<file path="src/rtl/day2_pkg.sv">
// Shared definitions for the Day 2 duplicate-sum pipeline: bound width,
// the ASCII bytes the range parser recognises, and the parser state type.
package day2_pkg;

    localparam int BIN_WIDTH = 64;

    localparam logic [7:0] ASCII_0     = 8'h30;
    localparam logic [7:0] ASCII_9     = 8'h39;
    localparam logic [7:0] ASCII_DASH  = 8'h2D;
    localparam logic [7:0] ASCII_COMMA = 8'h2C;
    localparam logic [7:0] ASCII_LF    = 8'h0A;
    localparam logic [7:0] ASCII_CR    = 8'h0D;

    typedef enum logic [1:0] {
        S_LOWER,
        S_UPPER,
        S_DONE,
        S_ERROR
    } parse_state_t;

    function automatic logic is_digit(input logic [7:0] b);
        return (b >= ASCII_0) && (b <= ASCII_9);
    endfunction

    function automatic logic is_newline(input logic [7:0] b);
        return (b == ASCII_LF) || (b == ASCII_CR);
    endfunction

endpackage

</file>
<file path="src/rtl/dec_accumulator.sv">
// Decimal field accumulator: value <= value*10 + digit via shift-add, with
// a look-ahead of the next value and its overflow so the caller can decide.
module dec_accumulator #(
    parameter int BIN_WIDTH = 64
) (
    input  logic                 clk,
    input  logic                 rst,
    input  logic                 clear,
    input  logic                 load,
    input  logic [3:0]           digit,
    output logic [BIN_WIDTH-1:0] value,
    output logic [BIN_WIDTH-1:0] value_next,
    output logic                 overflow
);

    logic [BIN_WIDTH+3:0] base;
    logic [BIN_WIDTH+3:0] wide;

    // Four guard bits hold 10*(2^W-1)+9 without wrapping.
    always_comb begin
        base = {4'b0000, value};
        wide = (base << 3) + (base << 1) + {{BIN_WIDTH{1'b0}}, digit};
    end

    assign overflow   = |wide[BIN_WIDTH+3:BIN_WIDTH];
    assign value_next = wide[BIN_WIDTH-1:0];

    always_ff @(posedge clk or posedge rst) begin
        if (rst) begin
            value <= '0;
        end else if (clear) begin
            value <= '0;
        end else if (load && !overflow) begin
            value <= value_next;
        end
    end

endmodule

</file>
<file path="src/rtl/day2_range_parser.sv">
// ASCII "lower-upper,...\n" stream parser feeding the duplicate-sum core with
// one registered range strobe per parsed pair; malformed input is sticky.
module day2_range_parser
    import day2_pkg::parse_state_t, day2_pkg::S_LOWER, day2_pkg::S_UPPER,
           day2_pkg::S_DONE, day2_pkg::S_ERROR, day2_pkg::ASCII_DASH,
           day2_pkg::ASCII_COMMA, day2_pkg::is_digit, day2_pkg::is_newline;
#(
    parameter int BIN_WIDTH = day2_pkg::BIN_WIDTH,
    parameter int CNT_WIDTH = 16
) (
    input  logic                 i_clk,
    input  logic                 i_reset,
    input  logic                 i_valid,
    input  logic [7:0]           i_data,
    input  logic                 i_last,
    output logic                 o_ready,
    output logic                 o_valid,
    output logic [BIN_WIDTH-1:0] o_lower_bin,
    output logic [BIN_WIDTH-1:0] o_upper_bin,
    output logic                 o_last,
    output logic                 o_error,
    output logic [CNT_WIDTH-1:0] o_n_ranges
);

    parse_state_t         state;
    parse_state_t         state_next;
    logic                 has_digit;
    logic                 has_digit_next;
    logic [BIN_WIDTH-1:0] lower_q;

    logic                 accept;
    logic                 acc_clear;
    logic                 acc_load;
    logic [BIN_WIDTH-1:0] acc_value;
    logic [BIN_WIDTH-1:0] acc_value_next;
    logic                 acc_overflow;

    logic                 latch_lower;
    logic                 emit;
    logic                 emit_last;
    logic [BIN_WIDTH-1:0] emit_upper;
    logic                 go_error;

    assign accept = i_valid && o_ready;

    dec_accumulator #(
        .BIN_WIDTH(BIN_WIDTH)
    ) u_acc (
        .clk       (i_clk),
        .rst       (i_reset),
        .clear     (acc_clear),
        .load      (acc_load),
        .digit     (i_data[3:0]),
        .value     (acc_value),
        .value_next(acc_value_next),
        .overflow  (acc_overflow)
    );

    always_comb begin
        state_next     = state;
        has_digit_next = has_digit;
        acc_clear      = 1'b0;
        acc_load       = 1'b0;
        latch_lower    = 1'b0;
        emit           = 1'b0;
        emit_last      = 1'b0;
        emit_upper     = acc_value;
        go_error       = 1'b0;

        if (accept) begin
            case (state)
                S_LOWER: begin
                    if (is_digit(i_data) && !i_last) begin
                        acc_load       = 1'b1;
                        has_digit_next = 1'b1;
                        go_error       = acc_overflow;
                    end else if (i_data == ASCII_DASH && has_digit && !i_last) begin
                        latch_lower    = 1'b1;
                        acc_clear      = 1'b1;
                        has_digit_next = 1'b0;
                        state_next     = S_UPPER;
                    end else begin
                        go_error = 1'b1;
                    end
                end
                S_UPPER: begin
                    if (is_digit(i_data)) begin
                        if (acc_overflow) begin
                            go_error = 1'b1;
                        end else if (i_last) begin
                            // Final digit of the file closes the range itself.
                            emit           = 1'b1;
                            emit_last      = 1'b1;
                            emit_upper     = acc_value_next;
                            acc_clear      = 1'b1;
                            has_digit_next = 1'b0;
                            state_next     = S_LOWER;
                        end else begin
                            acc_load       = 1'b1;
                            has_digit_next = 1'b1;
                        end
                    end else if (i_data == ASCII_COMMA && has_digit && !i_last) begin
                        emit           = 1'b1;
                        acc_clear      = 1'b1;
                        has_digit_next = 1'b0;
                        state_next     = S_LOWER;
                    end else if (is_newline(i_data) && has_digit) begin
                        emit           = 1'b1;
                        emit_last      = 1'b1;
                        acc_clear      = 1'b1;
                        has_digit_next = 1'b0;
                        state_next     = i_last ? S_LOWER : S_DONE;
                    end else begin
                        go_error = 1'b1;
                    end
                end
                S_DONE: begin
                    if (is_newline(i_data)) begin
                        state_next = i_last ? S_LOWER : S_DONE;
                    end else begin
                        go_error = 1'b1;
                    end
                end
                default: go_error = 1'b1;
            endcase

            if (emit && (lower_q > emit_upper)) begin
                emit     = 1'b0;
                go_error = 1'b1;
            end
        end
    end

    always_ff @(posedge i_clk or posedge i_reset) begin
        if (i_reset) begin
            state       <= S_LOWER;
            has_digit   <= 1'b0;
            lower_q     <= '0;
            o_ready     <= 1'b1;
            o_valid     <= 1'b0;
            o_last      <= 1'b0;
            o_error     <= 1'b0;
            o_lower_bin <= '0;
            o_upper_bin <= '0;
            o_n_ranges  <= '0;
        end else begin
            o_valid <= 1'b0;
            o_last  <= 1'b0;
            if (go_error) begin
                state   <= S_ERROR;
                o_error <= 1'b1;
                o_ready <= 1'b0;
            end else begin
                state     <= state_next;
                has_digit <= has_digit_next;
                if (latch_lower) begin
                    lower_q <= acc_value;
                end
                if (emit) begin
                    o_valid     <= 1'b1;
                    o_last      <= emit_last;
                    o_lower_bin <= lower_q;
                    o_upper_bin <= emit_upper;
                    o_n_ranges  <= o_n_ranges + CNT_WIDTH'(1);
                end
            end
        end
    end

endmodule

</file>
<file path="config.mk">
export PLATFORM = sky130hd
export DESIGN_NAME = day2_range_parser
export DESIGN_NICKNAME = d
export VERILOG_FILES = /design/src/rtl/day2_pkg.sv /design/src/rtl/dec_accumulator.sv /design/src/rtl/day2_range_parser.sv
export SDC_FILE = /design/constraint.sdc
export NUM_CORES = 1
export LEC_CHECK = 0
export ABC_AREA = 1
export CELL_PAD_IN_SITES_DETAIL_PLACEMENT = 1
export CELL_PAD_IN_SITES_GLOBAL_PLACEMENT = 1
export CORE_AREA = 5 5 233 235
export CTS_CLUSTER_DIAMETER = 200
export DETAILED_ROUTE_END_ITERATION = 16
export DIE_AREA = 0 0 238 240
export HOLD_SLACK_MARGIN = 0.03
export PLACE_DENSITY_LB_ADDON = 0.3
export SYNTH_ARGS = -nofsm -noshare
export SYNTH_HDL_FRONTEND = slang
export SYNTH_HIERARCHICAL = 1
export SYNTH_SLANG_ARGS = --single-unit
</file>
<file path="constraint.sdc">
create_clock -name i_clk -period 19.2 [get_ports i_clk]
set_input_delay 3.84 -clock i_clk [delete_from_list [all_inputs] [get_ports i_clk]]
set_output_delay 3.84 -clock i_clk [all_outputs]
set_load 0.05 [all_outputs]
</file>
==> results.yml <==
# physical design summary
synthesis:
  yosys_area_mm2: 0.0205
  fp_nets: 3056
  top_cells_by_count: "nand2_1 (1033), dfrtp_1 (278), inv_1 (242), nand3_1 (205), ha_1 (196)"
  synth_area_leader_cell: "dfrtp_1"
  synth_adder_area_share: 0.121
  aoi_share: 0.0796
  mux_share: 0.0307
final_layout:
  biggestCellCategory: "combinational gates"
  comb_share: 0.505
  drive_above_1_share: 0.0474
  lay_top_count: "nand2_1"
  buffers_excl_clock: 174
  final_area_mm2: 0.0236
  seq_cell_count: 279
  comb_area_mm2: 0.0119
setup_path:
  critPathBufInv: 7
  cpLargestDelayFamily: "simple AND/OR/NAND/NOR gates"
  endpoint: "lower_q[43]$_DFFE_PP0P_"
  r2r_start: "u_acc/value[0]$_DFFE_PP0P_"
  crit_slowest_cell: "buf_4"
detailed_routing:
  vias: 19356
  dr.pass1.iters: 5
  met3_wirelength_um: 2460
power:
  peakVddDrop_uv: 46.8
  pg_seq_w: 0.000601
  p_sw_w: 0.000400
  total_power_w: 0.00145
timing:
  hold_viol: 0
  final.setup.tns_ns: 0
  min_period_ns: 12.26
floorplan:
  fp_util: 0.395
  taps: 688
  die_area_mm2: 0.0571
flow_run:
  cap_violations: 0
outcome:
  status: "finished, final reports clean"
grt:
  track_usage: 0.239
  use_met1: 0.330
  grt.met2_usage: 0.405
  grt_max_degree: 116
clocking:
  cts_tree: "built"
  clock_path_buffers: 3
==> images/pdn.png <==
Pins as bars on the die edge. Tap cells in gray.
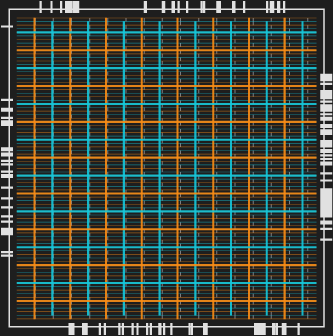
Key: orange = VSS; cyan = VDD
16 straps on met5. The core has 84 rows. 688 tap cells. 85 met1 rails follow the rows.
Core ar.: 0.0520 mm2
Chip Height: 240 um

==> images/cell_classes.png <==
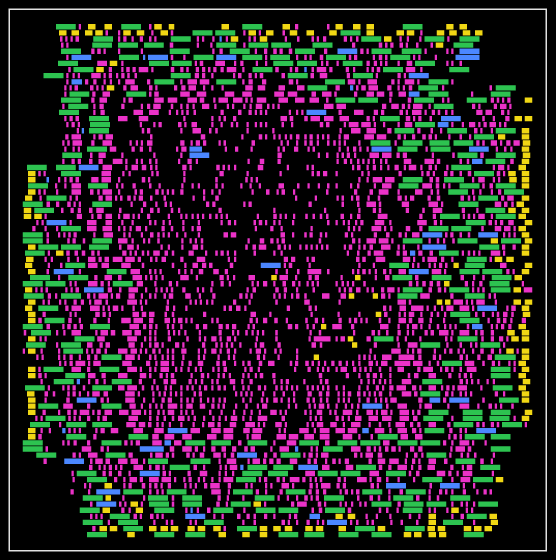
Key: magenta = all other logic [cells 2461]; green = flip-flops [cells 279]; blue = clock drivers and dummy loads [cells 60]; yellow = other buffers and delay cells [cells 174]
FP Rows: 84
fin util: 0.454

==> images/clock_map.png <==
Bar = 50 um.
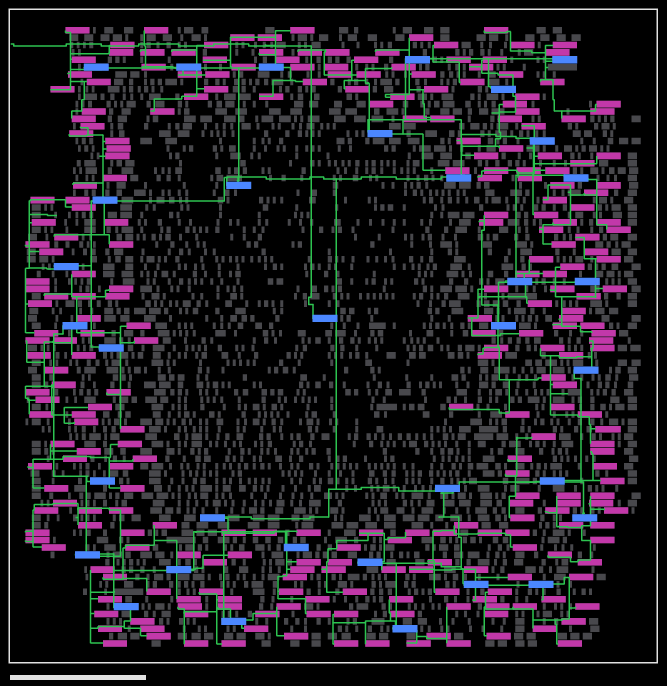
Key: blue = cells driving clock nets [count 34]; green = clock wires [length 4420 um]; magenta = flip-flops [count 279]
Position of the flops: widely spread. There are 35 routed clock nets.
clk latency late pin: 0.56 ns
clock share of power: 0.466
Clk. pwr: 0.000677 W
skew final: 0.0259 ns

No activity file was given, so power comes from the tool's default toggle rates.
